Figure 1. Pin map (run 1).
Drawn at 4 px/micron. Pins as bars across the die edge, other pins in gray.
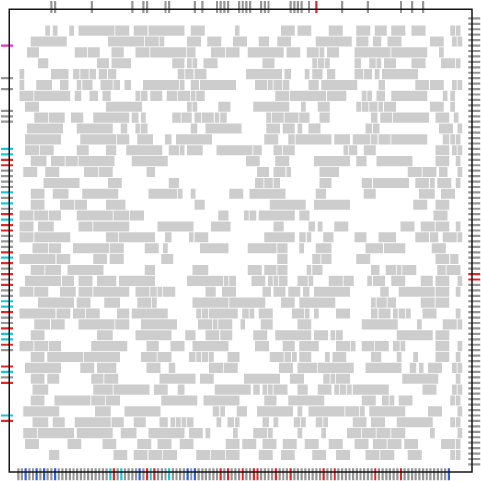
Figure 2. Close-up of the layout (run 1).
Region (45, 22) to (70, 47) microns. Cells in gray, sequential cells in the stronger gray; small squares are vias.
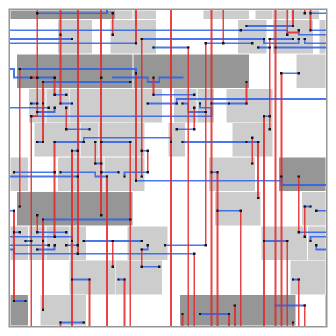
Figure 3. Routing congestion map (run 1).
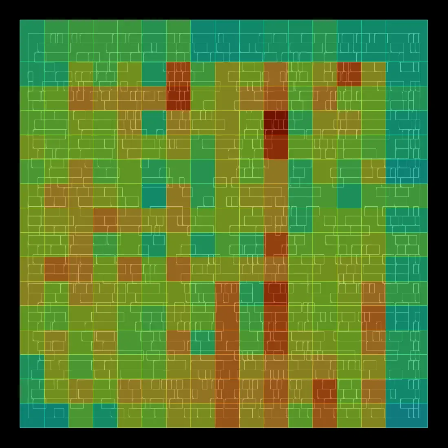
<file path="config.mk">
export PLATFORM = sky130hd
export DESIGN_NAME = db_target_resp
export DESIGN_NICKNAME = d
export VERILOG_FILES = /design/src/rtl/srio_pkg.sv /design/src/rtl/srio_hdr_decode.sv /design/src/rtl/db_target_resp.sv
export SDC_FILE = /design/constraint.sdc
export NUM_CORES = 1
export LEC_CHECK = 0
export ABC_AREA = 0
export CORE_MARGIN = 2
export CORE_UTILIZATION = 42
export CTS_BUF_LIST = sky130_fd_sc_hd__clkbuf_8
export DETAILED_ROUTE_END_ITERATION = 10
export PLACE_DENSITY_LB_ADDON = 0.05
export SKIP_CTS_REPAIR_TIMING = 1
export SYNTH_ARGS = -nofsm -noshare
export SYNTH_HDL_FRONTEND = slang
export SYNTH_HIERARCHICAL = 1
export SYNTH_SLANG_ARGS = --single-unit
</file>
<file path="constraint.sdc">
create_clock -name log_clk -period 2.8 [get_ports log_clk]
set_input_delay 0.7 -clock log_clk [delete_from_list [all_inputs] [get_ports log_clk]]
set_output_delay 0.7 -clock log_clk [all_outputs]
set_load 0.03 [all_outputs]
</file>
<file path="src/rtl/srio_pkg.sv">
// Shared SRIO logical-layer definitions: HELLO header layout, doorbell info codes
// and the doorbell responder state encoding.
package srio_pkg;

  localparam logic [3:0] FTYPE_DOORB  = 4'hA;
  localparam logic [3:0] FTYPE_NWRITE = 4'h5;
  localparam logic [3:0] TNWR         = 4'h4;

  localparam int TID_MSB   = 63;
  localparam int TID_LSB   = 56;
  localparam int FTYPE_MSB = 55;
  localparam int FTYPE_LSB = 52;
  localparam int TTYPE_MSB = 51;
  localparam int TTYPE_LSB = 48;
  localparam int PRIO_MSB  = 46;
  localparam int PRIO_LSB  = 45;
  localparam int SIZE_MSB  = 43;
  localparam int SIZE_LSB  = 36;
  localparam int ADDR_MSB  = 33;
  localparam int ADDR_LSB  = 0;
  localparam int INFO_MSB  = 31;
  localparam int INFO_LSB  = 16;

  localparam logic [15:0] DB_REQ_INFO   = 16'h0101;
  localparam logic [15:0] DB_READY_INFO = 16'h0100;
  localparam logic [15:0] DB_BUSY_INFO  = 16'h0102;

  typedef enum logic [1:0] {
    IDLE_s  = 2'd0,
    RESP_s  = 2'd1,
    DRAIN_s = 2'd2
  } resp_state_t;

  // Response priority is one above the request so it cannot be blocked behind it.
  function automatic logic [1:0] prio_bump(input logic [1:0] prio);
    if (prio == 2'b11) begin
      return 2'b11;
    end else begin
      return prio + 2'b01;
    end
  endfunction

endpackage

</file>
<file path="src/rtl/srio_hdr_decode.sv">
// Combinational field split of a HELLO-format header beat and its tuser word.
module srio_hdr_decode
  import srio_pkg::*;
(
  input  logic [63:0] tdata,
  input  logic [31:0] tuser,
  output logic [7:0]  tid,
  output logic [3:0]  ftype,
  output logic [3:0]  ttype,
  output logic [1:0]  prio,
  output logic [7:0]  size,
  output logic [33:0] addr,
  output logic [15:0] info,
  output logic [15:0] src,
  output logic [15:0] dst
);

  logic unused_rsvd_s;

  assign tid   = tdata[TID_MSB:TID_LSB];
  assign ftype = tdata[FTYPE_MSB:FTYPE_LSB];
  assign ttype = tdata[TTYPE_MSB:TTYPE_LSB];
  assign prio  = tdata[PRIO_MSB:PRIO_LSB];
  assign size  = tdata[SIZE_MSB:SIZE_LSB];
  assign addr  = tdata[ADDR_MSB:ADDR_LSB];
  assign info  = tdata[INFO_MSB:INFO_LSB];
  assign src   = tuser[31:16];
  assign dst   = tuser[15:0];

  assign unused_rsvd_s = ^{tdata[47], tdata[44], tdata[35:34]};

endmodule

</file>
<file path="src/rtl/db_target_resp.sv">
// Target-side doorbell responder: answers self-check doorbells with READY/BUSY,
// drains and counts every other inbound packet.
module db_target_resp
  import srio_pkg::*;
#(
  parameter logic [15:0] REQ_INFO   = DB_REQ_INFO,
  parameter logic [15:0] READY_INFO = DB_READY_INFO,
  parameter logic [15:0] BUSY_INFO  = DB_BUSY_INFO,
  parameter int          CNT_W      = 16
) (
  input  logic             log_clk,
  input  logic             log_rst_n,
  input  logic [15:0]      src_id,
  input  logic             link_initialized,
  input  logic             busy_in,
  input  logic             treq_tvalid,
  output logic             treq_tready,
  input  logic             treq_tlast,
  input  logic [63:0]      treq_tdata,
  input  logic [7:0]       treq_tkeep,
  input  logic [31:0]      treq_tuser,
  output logic             ireq_tvalid_o,
  input  logic             ireq_tready_in,
  output logic             ireq_tlast_o,
  output logic [63:0]      ireq_tdata_o,
  output logic [7:0]       ireq_tkeep_o,
  output logic [31:0]      ireq_tuser_o,
  output logic             db_rcvd_o,
  output logic [15:0]      db_req_id_o,
  output logic [CNT_W-1:0] db_cnt_o,
  output logic [CNT_W-1:0] drop_cnt_o
);

  localparam logic [CNT_W-1:0] CNT_MAX = {CNT_W{1'b1}};
  localparam logic [CNT_W-1:0] CNT_ONE = {{(CNT_W-1){1'b0}}, 1'b1};

  resp_state_t state_r;

  logic [7:0]  hdr_tid_s;
  logic [3:0]  hdr_ftype_s;
  logic [3:0]  hdr_ttype_s;
  logic [1:0]  hdr_prio_s;
  logic [7:0]  hdr_size_s;
  logic [33:0] hdr_addr_s;
  logic [15:0] hdr_info_s;
  logic [15:0] hdr_src_s;
  logic [15:0] hdr_dst_s;
  logic        accept_s;
  logic        valid_req_s;
  logic        unused_s;

  srio_hdr_decode u_hdr_decode (
    .tdata (treq_tdata),
    .tuser (treq_tuser),
    .tid   (hdr_tid_s),
    .ftype (hdr_ftype_s),
    .ttype (hdr_ttype_s),
    .prio  (hdr_prio_s),
    .size  (hdr_size_s),
    .addr  (hdr_addr_s),
    .info  (hdr_info_s),
    .src   (hdr_src_s),
    .dst   (hdr_dst_s)
  );

  assign unused_s = ^{treq_tkeep, hdr_ttype_s, hdr_size_s, hdr_addr_s};

  // treq is only held off while a response is outstanding or the link is down.
  assign treq_tready = link_initialized & (state_r != RESP_s);
  assign accept_s    = treq_tvalid & treq_tready;
  assign valid_req_s = (hdr_ftype_s == FTYPE_DOORB) && (hdr_info_s == REQ_INFO) &&
                       (hdr_dst_s == src_id) && treq_tlast;

  // Responder FSM; the ireq registers themselves hold the latched request fields.
  always_ff @(posedge log_clk or negedge log_rst_n) begin
    if (!log_rst_n) begin
      state_r       <= IDLE_s;
      ireq_tvalid_o <= 1'b0;
      ireq_tlast_o  <= 1'b0;
      ireq_tdata_o  <= 64'h0;
      ireq_tkeep_o  <= 8'h00;
      ireq_tuser_o  <= 32'h0;
      db_rcvd_o     <= 1'b0;
      db_req_id_o   <= 16'h0000;
      db_cnt_o      <= {CNT_W{1'b0}};
      drop_cnt_o    <= {CNT_W{1'b0}};
    end else begin
      db_rcvd_o <= 1'b0;
      case (state_r)
        IDLE_s: begin
          if (accept_s) begin
            if (valid_req_s) begin
              ireq_tvalid_o <= 1'b1;
              ireq_tlast_o  <= 1'b1;
              ireq_tkeep_o  <= 8'hFF;
              ireq_tuser_o  <= {src_id, hdr_src_s};
              ireq_tdata_o  <= {hdr_tid_s, FTYPE_DOORB, 4'h0, 1'b0, prio_bump(hdr_prio_s),
                                1'b0, 12'h000, (busy_in ? BUSY_INFO : READY_INFO), 16'h0000};
              db_rcvd_o     <= 1'b1;
              db_req_id_o   <= hdr_src_s;
              db_cnt_o      <= (db_cnt_o == CNT_MAX) ? db_cnt_o : db_cnt_o + CNT_ONE;
              state_r       <= RESP_s;
            end else begin
              drop_cnt_o <= (drop_cnt_o == CNT_MAX) ? drop_cnt_o : drop_cnt_o + CNT_ONE;
              state_r    <= treq_tlast ? IDLE_s : DRAIN_s;
            end
          end
        end
        RESP_s: begin
          if (ireq_tready_in) begin
            ireq_tvalid_o <= 1'b0;
            ireq_tlast_o  <= 1'b0;
            ireq_tdata_o  <= 64'h0;
            ireq_tkeep_o  <= 8'h00;
            ireq_tuser_o  <= 32'h0;
            state_r       <= IDLE_s;
          end
        end
        DRAIN_s: begin
          if (accept_s && treq_tlast) begin
            state_r <= IDLE_s;
          end
        end
        default: begin
          ireq_tvalid_o <= 1'b0;
          ireq_tlast_o  <= 1'b0;
          ireq_tdata_o  <= 64'h0;
          ireq_tkeep_o  <= 8'h00;
          ireq_tuser_o  <= 32'h0;
          state_r       <= IDLE_s;
        end
      endcase
    end
  end

endmodule

</file>
==> results.toml, run 1 <==
# generated from flow reports
[run_status]
status = "finished clean"

[layout]
area_growth_syn_to_layout_pct = 33.2
largest_reg_flops = 32
drive_above_1_share_pct = 11.3
top_register = "ireq_tuser_o"
layout.nets = 785

[timing]
max_freq_mhz = 372

[clock_tree]
cts_buffer_depth = 2
cts_tree = "built"
numCtsBuffers = 9
worstSkewPairLatency_ns = 0.38

[worst_setup_path]
critPathMaxStageDelay_ns = 0.64
crit_arrival_ns = 2.96
path_buffers = 1
crit_fanout = 5
crit_family = "simple AND/OR/NAND/NOR gates"

[routing]
dr_total_vias = 3861
first_pass_iters = 4
wl_met3_mm = 1.01

[die]
initCoreUtil_pct = 43.1

[place]
gp_congestion = 0.795
dpl.hpwl_mm = 9.74

[global_routing]
top_usage_layer = "met2"
grt.overflow.total = 0

[power]
leakage_nw = 3.10

[synthesis]
syn_inst = 516
synth.avg_cell_area_sq_um = 10.1
About Figure 1:
Key: blue = treq_tkeep [pins 8, direction input, edge bottom]; magenta = log_clk [pins 1, direction input, edge left]; red = treq_tuser [pins 32, direction input, edge 15 left, 14 bottom, 2 right, 1 top]; cyan = db_req_id_o [pins 16, direction output, edge 12 left, 4 bottom]
All pins by edge: 118 bottom, 83 right, 50 left, 32 top.

About Figure 2:
Key: blue = M1; red = M2
37 logic cells have their middle in the window. Most frequent: clkdlybuf4s50_1 (13), nand2_1 (6). Sequential cells in the window: 4. Netlist names of flops here include ireq_tuser_o (4).

About Figure 3:
fin util: 57.5%
met1 Track Usage GR: 24.0%
WL/cell: 15.3 microns
gr usage total: 19.4%

[run 1: through the flow]
step | std cells | total power [mW] | area [sq um] | setup WS (ns)
3_5_place_dp | 812 | 1.95 | 6730 | -0.316
6_report | 829 | 2.79 | 6930 | 0.108
5_1_grt | 829 | 2.93 | 6930 | 0.00440
4_1_cts | 828 | 2.84 | 6920 | 0.0865
3_3_place_gp | 812 | 1.95 | 6730 | -0.305
2_1_floorplan | 565 | 1.81 | 5390 | 0.164
[run 1: area by class of cell]
cell class,count,area (sq um),share of cell area [%]
multi-input cells,321,1960,28.2
well taps,168,210,3.03
inverters,8,30.0,0.433
clock buffers,10,138,1.99
repair buffers,221,2170,31.3
flip-flops and latches,95,2380,34.3
clock inverters,6,50.0,0.722
[run 1: power by group]
part | switching [mW] | internal, mW
clock network | 0.516 | 0.358
logic | 0.260 | 0.210
registers | 0.0481 | 1.40
[run 1: final timing paths]
kind / slack (ns) / end / startpoint / cells past startpoint
max in group asynchronous: 1.75 / db_cnt_o[9] / log_rst_n / 2
hold / removal: 0.32 / db_req_id_o[9] / log_rst_n / 1
setup reg to reg: 0.56 / drop_cnt_o[1] / drop_cnt_o[0] / 6
setup / recovery: 0.11 / drop_cnt_o[1] / treq_tlast / 7
min in group log_clk: 0.49 / db_cnt_o[9] / db_cnt_o[9] / 1
hold reg to reg: 0.49 / db_cnt_o[9] / db_cnt_o[9] / 1
[run 1: placed cells by master, fill, tap and decap left out, types with 4 or more instances in the layout]
cell and instances:
clkbuf_8 10, nor3_1 8, nand4_1 8, nor2_1 17, nand3_1 20, conb_1 50
mux2_2 17, a21oi_1 4, nand2_1 63, xor2_1 19, clkdlybuf4s50_1 188, nand2b_1 4
buf_4 29, a22o_1 16, o21ai_0 25, nor4_1 7, and3_1 6, dfrtp_1 95
xnor2_1 22, inv_1 8
Figure 4. Sequential cells colored by netlist name (run 1).
Drawn at 2 px/micron. Other sequential cells in the stronger gray, the rest of the logic in the fainter gray.
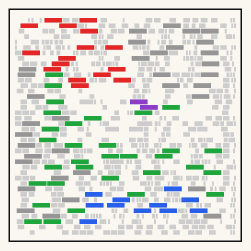

==> run 2, diff against run 1 <==
Settings changed: CORE_MARGIN 2 to 10, TNS_END_PERCENT from default to 10.
Figure 5. Sequential cells colored by netlist name (run 2).
Drawn at 2 px/micron. Other sequential cells in the stronger gray, the rest of the logic in the fainter gray.
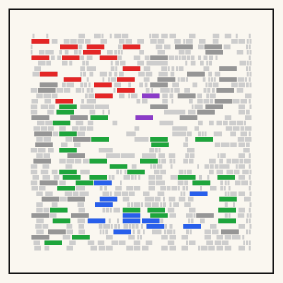
Key: green = ireq_tuser_o [flops 32]; red = db_cnt_o [flops 16]; blue = ireq_tdata_o [flops 11, where bottom middle]; purple = state_r [flops 2]
Another 34 sequential cells are not colored.
Seq area share: 33.7%
fin util: 58.5%

==> run 2 against run 1 <==
Die size grew 30%. Sequential power is essentially flat. Routed wire length grew 13%. Combinational power grew 3%. Final area grew 1.9%. Clock skew shrank 0.0018 ns. Largest power group unchanged. Global-route usage shrank 3.2 points. Clock-buffer cell count grew 1. First-iteration DRC count grew 8.3%.
==> results.toml, run 2 <==
# generated from flow reports
[layout]
top_register = "ireq_tuser_o"
finalNonFillerCells = 833
drive_above_1_share_pct = 11.7
layout_top_cell = "clkdlybuf4s50_1"
layout.nets = 788
largest_reg_flops = 32
mostFrequentLayoutCells = "187 x clkdlybuf4s50_1, 95 x dfrtp_1, 63 x nand2_1"
fin_area_sq_mm = 0.00706
area_growth_syn_to_layout_pct = 35.7

[worst_setup_path]
path_buffers = 2
critPathCaptureType = "flip-flop"
crit_family = "simple AND/OR/NAND/NOR gates"
crit_fanout = 17
critPathMaxStageDelay_ns = 0.62
slowest_stage = "or4_4"
crit_arrival_ns = 2.92

[die]
initCoreUtil_pct = 43.1
rows = 40
dieArea_sq_mm = 0.0172

[routing]
drt_iter0_drc = 183
first_pass_iters = 4
dr_total_vias = 3892
wl_per_cell_microns = 17.3
routed_wl_mm = 14.4

[clock_tree]
cts_tree = "built"
numCtsBuffers = 9
root_buffer = "clkbuf_8"
worstSkewPairLatency_ns = 0.36
cts_buffer_depth = 2

[global_routing]
antenna_found_initial = 1
grt_pass1_vias = 4265
track_usage_pct = 16.2
grt.overflow.total = 0

[timing]
fin_hold_ws_ns = 0.352
tightest_slew_ns = 0.635
hold_viol_final = 0
finalCriticalPeriod_ns = 2.69
max_freq_mhz = 372
clock_skew_ns = 0.00488

[power]
vdd_ir_drop_max_mv = 0.196
leakage_nw = 3.17

[synthesis]
synth.avg_cell_area_sq_um = 10.1
syn_inst = 516

[run_status]
status = "finished clean"

[place]
placed_cells = 815
dpl.hpwl_mm = 11.5
dpl-instance-area_sq_mm = 0.00682
gp_congestion = 0.789

[run]
maxCapViolCount = 0
Figure 6. Pin map (run 2).
Drawn at 4 px/micron. Pins as bars across the die edge, other pins in gray.
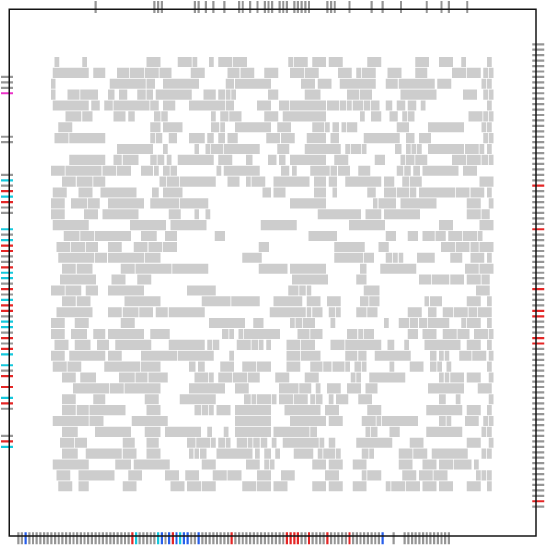
Key: magenta = log_clk [pins 1, direction input, edge left]; cyan = db_req_id_o [pins 16, direction output, edge 13 left, 3 bottom]; blue = treq_tkeep [pins 8, direction input, edge bottom]; red = treq_tuser [pins 32, direction input, edge 14 left, 10 bottom, 8 right]
All pins by edge: 114 bottom, 86 right, 48 left, 35 top.
Die Ht: 131 microns
Die Wd: 131 microns

run 2: power by group:
part	internal (mW)	switching [mW]	total, mW
sequential	1.40	0.0462	1.45
clock	0.553	0.489	1.04
combinational	0.215	0.269	0.485
run 2: final timing paths:
kind	start	to	slack [ns]	depth (start not counted)
min reg2reg	db_cnt_o[5]	db_cnt_o[5]	0.50	1
max reg2reg	drop_cnt_o[0]	drop_cnt_o[1]	0.67	6
min	log_rst_n	ireq_tuser_o[8]	0.35	1
max	src_id[2]	ireq_tuser_o[29]	0.11	8
min in group log_clk	db_cnt_o[5]	db_cnt_o[5]	0.50	1
max in group asynchronous	log_rst_n	ireq_tuser_o[23]	1.75	2
run 2: per-stage QoR:
| stage | setup slack [ns] | utilization [%] | power (mW) |
|---|---|---|---|
| final | 0.114 | 58.5 | 2.97 |
| after global routing | 0.0354 | 58.5 | 3.11 |
| after CTS | -0.0197 | 58.4 | 3.01 |
| after detailed placement | -0.418 | 56.5 | 1.96 |
| after global placement | -0.365 | 56.5 | 1.95 |
| after floorplan | 0.164 | - | 1.81 |
run 2: layer usage:
layer | wire length (microns) | global-route usage [%] | part of all wire (%)
met5 | 0 | 0 | 0
met4 | 262 | 5.93 | 1.8
met3 | 1340 | 6.82 | 9.3
met2 | 7020 | 27.3 | 49
met1 | 5770 | 17.9 | 40
run 2: layout make-up:
cell class / instances / area [sq um]
Inverter: 8 / 30.0
Tap cell: 168 / 210
Antenna cell: 1 / 2.50
Timing Repair Buffer: 224 / 2250
Fill cell: 1029 / 5000
Clock buffer: 11 / 151
Sequential cell: 95 / 2380
Clock inverter: 5 / 78.8
Multi-Input combinational cell: 321 / 1960
Power figures rest on the tool's default switching activity, not on a simulated workload.
